drive_strength.png
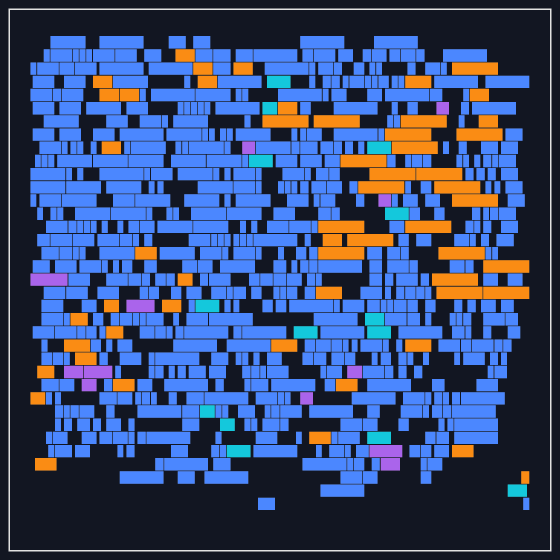
met3.png
Cells faint in the background.
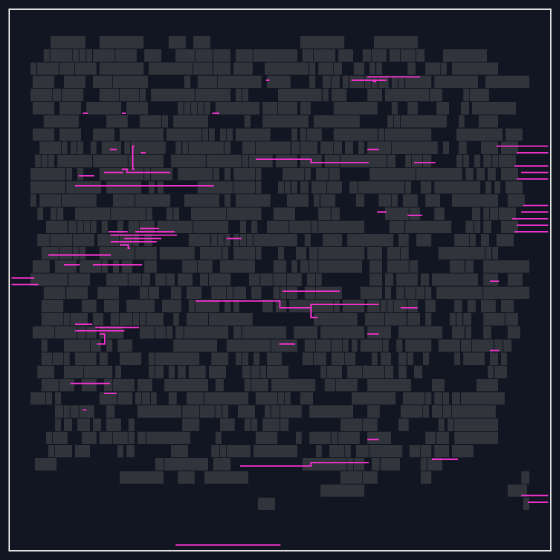
gate_families.png
The bar under the picture is 20 microns long.
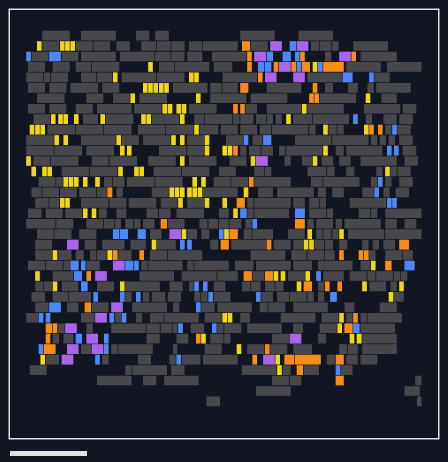
final_congestion.png
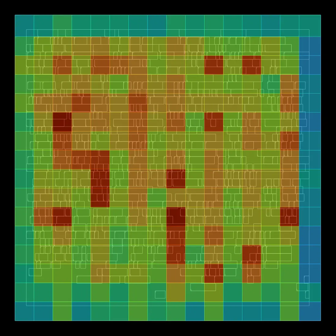
clock_map.png
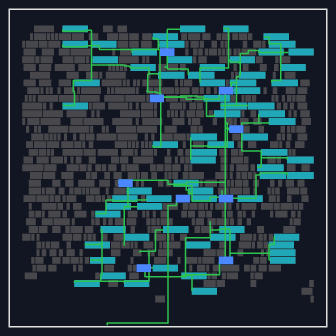
==> config.mk <==
export PLATFORM = sky130hd
export DESIGN_NAME = temp_display_driver
export DESIGN_NICKNAME = d
export VERILOG_FILES = /design/src/rtl/temp_disp_pkg.sv /design/src/rtl/bin2bcd_seq.sv /design/src/rtl/temp_display_driver.sv
export SDC_FILE = /design/constraint.sdc
export NUM_CORES = 1
export LEC_CHECK = 0
export CORE_MARGIN = 4
export CORE_UTILIZATION = 59
export DETAILED_ROUTE_END_ITERATION = 8
export HOLD_SLACK_MARGIN = 0.08
export PLACE_DENSITY = 0.77
export SETUP_SLACK_MARGIN = 0.2
export SLEW_MARGIN = 30
export SYNTH_ARGS = -nofsm -noshare
export SYNTH_HDL_FRONTEND = slang
export SYNTH_HIERARCHICAL = 1
export SYNTH_SLANG_ARGS = --single-unit
==> constraint.sdc <==
create_clock -name clk -period 6.5 [get_ports clk]
set_input_delay 1.3 -clock clk [delete_from_list [all_inputs] [get_ports clk]]
set_output_delay 1.3 -clock clk [all_outputs]
set_load 0.02 [all_outputs]
==> out/metrics.cfg <==
[placement]
placed_cells=798
postPlaceCellArea_sq_um=6580

[clock_tree]
clk_pin_slew_ns=0.10
post_cts_buffers=0
htreeDepth=3

[route]
ant_nets=0

[floorplan]
die_w_microns=111

[synthesis]
top_cell=inv_1
ys_sh_adder_pct=25.8
yosysTopAreaCell=dfrtp_1
yosys-top-cells-count=inv_1, ha_1, dfrtp_1

[timing]
fin_crit_ns=5.72
rsz0062_at_grt=false
fin_setup_tns_ns=0

[setup_path]
r2r_cells=21
crit_chain=fa_1 > inv_1 > fa_1 > inv_1 > fa_1 > inv_1 > fa_1 > inv_1 > ha_1 > o21a_2 > a221o_1 > a21oi_4 > o21bai_1 > a21oi_1 > xnor2_1 > ha_1 > a311o_1 > a211oi_2 > xnor2_1 > nand2_1 > o21ai_0
critical_path_class=flip-flop to flip-flop

[run_status]
status=finished clean

[cells_and_area]
layout.nonclk_buf_share_pct=3.42

About drive_strength.png:
- orange: drive 2 (cells 54)
- cyan: drive 6 and up (cells 14)
- purple: drive 3 to 4 (cells 12)
- blue: drive 1 or less (cells 598)
final std cell area, no fill: 6780 sq um
worst setup margin: 0.780 ns
Plain + repair buffers: 24
Area Growth Syn to Fin: 7.50%

About met3.png:
- longest straight run: 28.3 microns
- nets with wire on the layer: 46
- wire length on this layer: 424 microns
- main direction: horizontal
met3 usage: 3.53%
Total Wirelength: 12500 microns

About gate_families.png:
- orange: NOR gates (cells 55; where spread over the die)
- yellow: inverters (cells 113)
- blue: NAND gates (cells 63; where spread over the die)
- purple: XOR/XNOR gates (cells 21)
post-route insts no fill: 814
highest-count logic cell in the final layout: inv_1

About final_congestion.png:
met2 Track Usage GR: 34.5%
M1 GR Usage: 28.3%
Finished Core Util: 65.4%

About clock_map.png:
- cyan: flip-flops (count 72)
- blue: cells driving clock nets (count 9)
- green: clock wires (length 959 microns)
- routed clock nets: 10
clock skew: 0.0221 ns

